### src/rtl/wb_pkg.sv
// wb_pkg: shared widths and types for the regfile writeback arbiter
package wb_pkg;
    localparam int REG_AW = 5;
    localparam int XLEN = 32;
    typedef struct packed {
        logic [REG_AW-1:0] rd;
        logic [XLEN-1:0]   data;
    } wb_req_t;
    typedef logic [31:0] sb_vec_t;
endpackage

### src/rtl/wb_arbiter_if.sv
// wb_arbiter_if: decode, execute/LSU and regfile-port signals of the writeback arbiter
interface wb_arbiter_if;
    import wb_pkg::*;
    logic [REG_AW-1:0] i_rs1_addr, i_rs2_addr, i_iss_rd, i_alu_rd, i_lsu_rd, o_rd_addr;
    logic              i_iss_valid, i_iss_long, i_alu_valid, i_lsu_valid;
    logic              o_lsu_ready, o_rd_wren, o_stall, o_sb_err;
    logic [XLEN-1:0]   i_alu_data, i_lsu_data, o_rd_data;
    modport slave (
        input  i_rs1_addr, i_rs2_addr, i_iss_valid, i_iss_rd, i_iss_long,
        input  i_alu_valid, i_alu_rd, i_alu_data, i_lsu_valid, i_lsu_rd, i_lsu_data,
        output o_lsu_ready, o_rd_wren, o_rd_addr, o_rd_data, o_stall, o_sb_err
    );
    modport master (
        output i_rs1_addr, i_rs2_addr, i_iss_valid, i_iss_rd, i_iss_long,
        output i_alu_valid, i_alu_rd, i_alu_data, i_lsu_valid, i_lsu_rd, i_lsu_data,
        input  o_lsu_ready, o_rd_wren, o_rd_addr, o_rd_data, o_stall, o_sb_err
    );
endinterface

### src/rtl/wb_fifo.sv
// wb_fifo: power-of-two FIFO of writeback requests, flushed by reset
module wb_fifo
    import wb_pkg::*;
#(
    parameter int DEPTH = 2
) (
    input  logic    i_clk,
    input  logic    i_rst_n,
    input  logic    i_push,
    input  wb_req_t i_data,
    input  logic    i_pop,
    output logic    o_full,
    output logic    o_empty,
    output wb_req_t o_head
);
    localparam int AW = $clog2(DEPTH);
    wb_req_t     mem_q [DEPTH];
    logic [AW:0] wr_q, rd_q;
    always_ff @(posedge i_clk or negedge i_rst_n) begin
        if (!i_rst_n) begin
            wr_q <= '0;
            rd_q <= '0;
        end else begin
            if (i_push) wr_q <= wr_q + (AW+1)'(1);
            if (i_pop) rd_q <= rd_q + (AW+1)'(1);
        end
    end
    // storage needs no reset: pointers alone define what is valid
    always_ff @(posedge i_clk) begin
        if (i_push) mem_q[wr_q[AW-1:0]] <= i_data;
    end
    assign o_empty = wr_q == rd_q;
    assign o_full  = (wr_q ^ rd_q) == {1'b1, {AW{1'b0}}};
    assign o_head  = mem_q[rd_q[AW-1:0]];
endmodule

### src/rtl/wb_arbiter.sv
// wb_arbiter: owns the regfile write port, merging ALU and LSU writebacks
// and tracking long-latency destinations in a busy scoreboard.
module wb_arbiter
    import wb_pkg::*;
#(
    parameter int DEPTH = 2
) (
    input logic         i_clk,
    input logic         i_rst_n,
    wb_arbiter_if.slave bus
);
    logic              alu_win, pop, pop_wr, push, full, empty, stall, iss_set;
    logic              wren_q, wren_d, err_q, err_d;
    logic [REG_AW-1:0] addr_q, addr_d;
    logic [XLEN-1:0]   data_q, data_d;
    wb_req_t           head;
    sb_vec_t           busy_q, busy_d, clr_mask, set_mask;

    wb_fifo #(.DEPTH(DEPTH)) u_fifo (
        .i_clk   (i_clk),
        .i_rst_n (i_rst_n),
        .i_push  (push),
        .i_data  ({bus.i_lsu_rd, bus.i_lsu_data}),
        .i_pop   (pop),
        .o_full  (full),
        .o_empty (empty),
        .o_head  (head)
    );

    always_comb begin
        alu_win  = bus.i_alu_valid && bus.i_alu_rd != '0;
        pop      = !alu_win && !empty;
        pop_wr   = pop && head.rd != '0;
        push     = bus.i_lsu_valid && !full;
        stall    = bus.i_iss_valid && (busy_q[bus.i_rs1_addr] || busy_q[bus.i_rs2_addr] || busy_q[bus.i_iss_rd]);
        iss_set  = bus.i_iss_valid && !stall && bus.i_iss_long && bus.i_iss_rd != '0;
        clr_mask = '0;
        set_mask = '0;
        if (pop_wr) clr_mask[head.rd] = 1'b1;
        if (iss_set) set_mask[bus.i_iss_rd] = 1'b1;
        // set is applied after clear so a same-cycle reissue keeps the register busy
        busy_d   = ((busy_q & ~clr_mask) | set_mask) & ~sb_vec_t'(1);
        wren_d   = alu_win || pop_wr;
        addr_d   = alu_win ? bus.i_alu_rd : pop_wr ? head.rd : '0;
        data_d   = alu_win ? bus.i_alu_data : pop_wr ? head.data : '0;
        err_d    = err_q || (pop_wr && !busy_q[head.rd]);
    end

    always_ff @(posedge i_clk or negedge i_rst_n) begin
        if (!i_rst_n) begin
            busy_q <= '0;
            wren_q <= 1'b0;
            addr_q <= '0;
            data_q <= '0;
            err_q  <= 1'b0;
        end else begin
            busy_q <= busy_d;
            wren_q <= wren_d;
            addr_q <= addr_d;
            data_q <= data_d;
            err_q  <= err_d;
        end
    end

    assign bus.o_lsu_ready = !full;
    assign bus.o_rd_wren   = wren_q;
    assign bus.o_rd_addr   = addr_q;
    assign bus.o_rd_data   = data_q;
    assign bus.o_stall     = stall;
    assign bus.o_sb_err    = err_q;
endmodule
### src/flat_wrapper.sv
// flat-port wrapper written by rule: the top's interface ports become plain ports
module wb_arbiter_flat import wb_pkg::*;
#(
    parameter int DEPTH = 2
)
  (i_clk, i_rst_n, bus_i_rs1_addr, bus_i_rs2_addr, bus_i_iss_valid, bus_i_iss_rd, bus_i_iss_long, bus_i_alu_valid, bus_i_alu_rd, bus_i_alu_data, bus_i_lsu_valid, bus_i_lsu_rd, bus_i_lsu_data, bus_o_lsu_ready, bus_o_rd_wren, bus_o_rd_addr, bus_o_rd_data, bus_o_stall, bus_o_sb_err);
  wb_arbiter_if bus_i ();
  input logic i_clk;
  input logic i_rst_n;
  input wire logic [$bits(bus_i.i_rs1_addr)-1:0] bus_i_rs1_addr;
  input wire logic [$bits(bus_i.i_rs2_addr)-1:0] bus_i_rs2_addr;
  input wire logic [$bits(bus_i.i_iss_valid)-1:0] bus_i_iss_valid;
  input wire logic [$bits(bus_i.i_iss_rd)-1:0] bus_i_iss_rd;
  input wire logic [$bits(bus_i.i_iss_long)-1:0] bus_i_iss_long;
  input wire logic [$bits(bus_i.i_alu_valid)-1:0] bus_i_alu_valid;
  input wire logic [$bits(bus_i.i_alu_rd)-1:0] bus_i_alu_rd;
  input wire logic [$bits(bus_i.i_alu_data)-1:0] bus_i_alu_data;
  input wire logic [$bits(bus_i.i_lsu_valid)-1:0] bus_i_lsu_valid;
  input wire logic [$bits(bus_i.i_lsu_rd)-1:0] bus_i_lsu_rd;
  input wire logic [$bits(bus_i.i_lsu_data)-1:0] bus_i_lsu_data;
  output wire logic [$bits(bus_i.o_lsu_ready)-1:0] bus_o_lsu_ready;
  output wire logic [$bits(bus_i.o_rd_wren)-1:0] bus_o_rd_wren;
  output wire logic [$bits(bus_i.o_rd_addr)-1:0] bus_o_rd_addr;
  output wire logic [$bits(bus_i.o_rd_data)-1:0] bus_o_rd_data;
  output wire logic [$bits(bus_i.o_stall)-1:0] bus_o_stall;
  output wire logic [$bits(bus_i.o_sb_err)-1:0] bus_o_sb_err;
  assign bus_i.i_rs1_addr = bus_i_rs1_addr;
  assign bus_i.i_rs2_addr = bus_i_rs2_addr;
  assign bus_i.i_iss_valid = bus_i_iss_valid;
  assign bus_i.i_iss_rd = bus_i_iss_rd;
  assign bus_i.i_iss_long = bus_i_iss_long;
  assign bus_i.i_alu_valid = bus_i_alu_valid;
  assign bus_i.i_alu_rd = bus_i_alu_rd;
  assign bus_i.i_alu_data = bus_i_alu_data;
  assign bus_i.i_lsu_valid = bus_i_lsu_valid;
  assign bus_i.i_lsu_rd = bus_i_lsu_rd;
  assign bus_i.i_lsu_data = bus_i_lsu_data;
  assign bus_o_lsu_ready = bus_i.o_lsu_ready;
  assign bus_o_rd_wren = bus_i.o_rd_wren;
  assign bus_o_rd_addr = bus_i.o_rd_addr;
  assign bus_o_rd_data = bus_i.o_rd_data;
  assign bus_o_stall = bus_i.o_stall;
  assign bus_o_sb_err = bus_i.o_sb_err;
  wb_arbiter #(.DEPTH(DEPTH)) u_core (.i_clk(i_clk), .i_rst_n(i_rst_n), .bus(bus_i));
endmodule
### config.mk
export PLATFORM = sky130hd
export DESIGN_NAME = wb_arbiter_flat
export DESIGN_NICKNAME = d
export VERILOG_FILES = /design/src/rtl/wb_pkg.sv /design/src/rtl/wb_arbiter_if.sv /design/src/rtl/wb_fifo.sv /design/src/rtl/wb_arbiter.sv /design/src/flat_wrapper.sv
export SDC_FILE = /design/constraint.sdc
export NUM_CORES = 1
export LEC_CHECK = 0
export CORE_MARGIN = 2
export CORE_UTILIZATION = 40
export DETAILED_ROUTE_END_ITERATION = 8
export GPL_ROUTABILITY_DRIVEN = 0
export GPL_TIMING_DRIVEN = 0
export HOLD_SLACK_MARGIN = 0.02
export PLACE_DENSITY = 0.75
export SLEW_MARGIN = 15
export SYNTH_ARGS = -nofsm -noshare
export SYNTH_HDL_FRONTEND = slang
export SYNTH_SLANG_ARGS = --single-unit
### constraint.sdc
create_clock -name i_clk -period 8.4 [get_ports i_clk]
set_input_delay 2.52 -clock i_clk [delete_from_list [all_inputs] [get_ports i_clk]]
set_output_delay 2.52 -clock i_clk [all_outputs]
set_load 0.05 [all_outputs]
Wires at chosen ports, followed through buffers:
The bar under the picture is 50 um long.
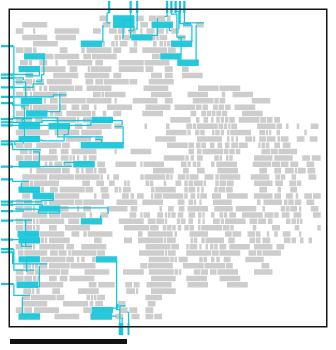
port	colour	direction	edge	end cells	buffers	wire
`bus_o_rd_data`	cyan	output	21 left, 8 top, 3 bottom	32	32	907 um
I/O pin cnt: 136
IO Port Bufs: 126

Signal wires on met2:
The bar under the picture is 50 um long.
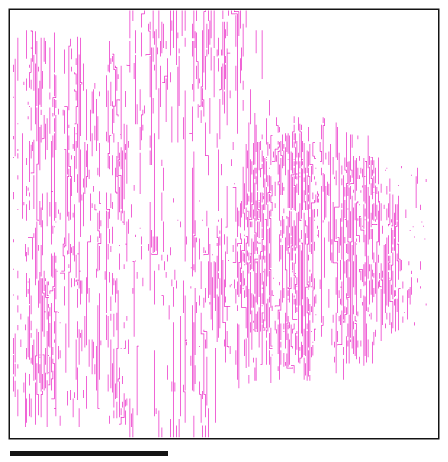
longest straight run	54.1 um
main direction	vertical
share of all routed wire	47%
routed wire length: 19120 um
met2 Use GR: 0.3426
via count: 5444

==> results.txt <==
Status = completed
Adder Share, Synth = 0
Reg2reg start = u_core.u_fifo.rd_q[0]
RSZ-0062 raised after global routing = no
Ys async rst share = 0.5000
Detail Route Antenna Nets = 0
Synth mux share = 0.1546
Slew headroom = 0.4217
Starting Density = 0.4042
AO/OA Area Share = 0.1257
Share of cells above drive strength 1 = 0.1059
Core Area = 17120 um^2
Nature of the critical path endpoint = output pin
DR pass1 iterations = 5
Final worst path period share = 0.9807
Synth unique cells = 52
Synth area leaders = edfxtp_1, dfrtp_1, mux2i_1
DP Cell Count = 902
Pleak = 3.454 nW
Hold buffers post-CTS = 0
Area reported by Yosys stat = 6919 um^2
Yosys xor share = 0.007595
WP buf/inv = 5
Final hold vios = 0
Worst R2R Path Depth = 6
Hold_sp = u_core.u_fifo.wr_q[1]
Largest register FFs = 74
Dominant comb cell = multiplexers
CP max FO = 10
CTS tree = built
Total negative slack = 0 ns
Synthesized area per cell = 12.63 um^2
Filler cells = 1465
Iteration-0 DRC Markers = 444
Cell Pwr Density = 360.1 nW/um^2
Number of global-route vias before repair = 5631
Vias/cell = 5.835
Worst Max-Slew Pin Slew = 0.8433 ns
Critical-path cell list = clkdlybuf4s50_1 -> buf_2 -> nor2b_1 -> a2111oi_0 -> nor3_1 -> or4_1 -> buf_2 -> buf_6 -> o31a_1 -> clkdlybuf4s50_1
Tmin final = 8.238 ns
CTS clk-pin slew, worst paths = 0.06 ns
Worst reg2reg endpoint = u_core.bus.o_rd_data[19]
Max IR drop VDD = 0.0001883 V
Die Y = 135.5 um
Post-Route Utilization = 0.5338
DIE AREA = 18370 um^2
Register-to-Register Setup Slack = 5.32 ns
Post-CTS Setup Inserts = 0
Delay-heaviest family, CP = buffers and inverters
Tool warnings = 26
Design Area, Final = 9138 um^2
Initial antenna violation count = 0
Setup Viol. Count Final = 0
Clk_lat worst skew = 0.43 ns
Critical path's largest stage delay = 0.70 ns
Area leader, netlist = edfxtp_1
Global-route wire length before repair = 29880 um
Synth warnings = 0
PostCTS Resize Cnt = 1
Most frequent logic cell in the layout = clkdlybuf4s50_1
Num CTS Buffers = 17
Die X = 135.5 um
CTS Sinks = 148
Synthesized cell area = 6919 um^2
DRC Markers = 0
Yosys cell count = 548
Cells after synthesis = 548
CP Launch Point = bus_i_rs2_addr[1]
Synth flops = 148
Fmax = 121.4 MHz
Total power = 3.290 mW
where the power goes:
group	leakage (nW)	switching (mW)	internal, mW
clock network	0.295	0.287	0.491
registers	1.62	0.166	1.03
logic	1.54	0.828	0.484
total	3.45	1.28	2.01
final cells by class:
type / instances / area, um^2 / area share
inverter: 4 / 15.01 / 0.001643
clock inverter: 8 / 125.1 / 0.01369
clock buffer: 24 / 481.7 / 0.05272
timing repair buffer: 129 / 1325 / 0.1450
sequential: 148 / 4074 / 0.4458
tap: 225 / 281.5 / 0.03081
buffer: 35 / 162.7 / 0.01780
multi-input combinational: 360 / 2673 / 0.2925
routing by layer:
| metal | wire [um] | vias up |
|---|---|---|
| li1 | - | 2430 |
| met1 | 7278 | 2645 |
| met2 | 8966 | 318 |
| met3 | 2345 | 51 |
| met4 | 526 | 0 |
| met5 | 0 | - |
No activity file was given, so power comes from the tool's default toggle rates.
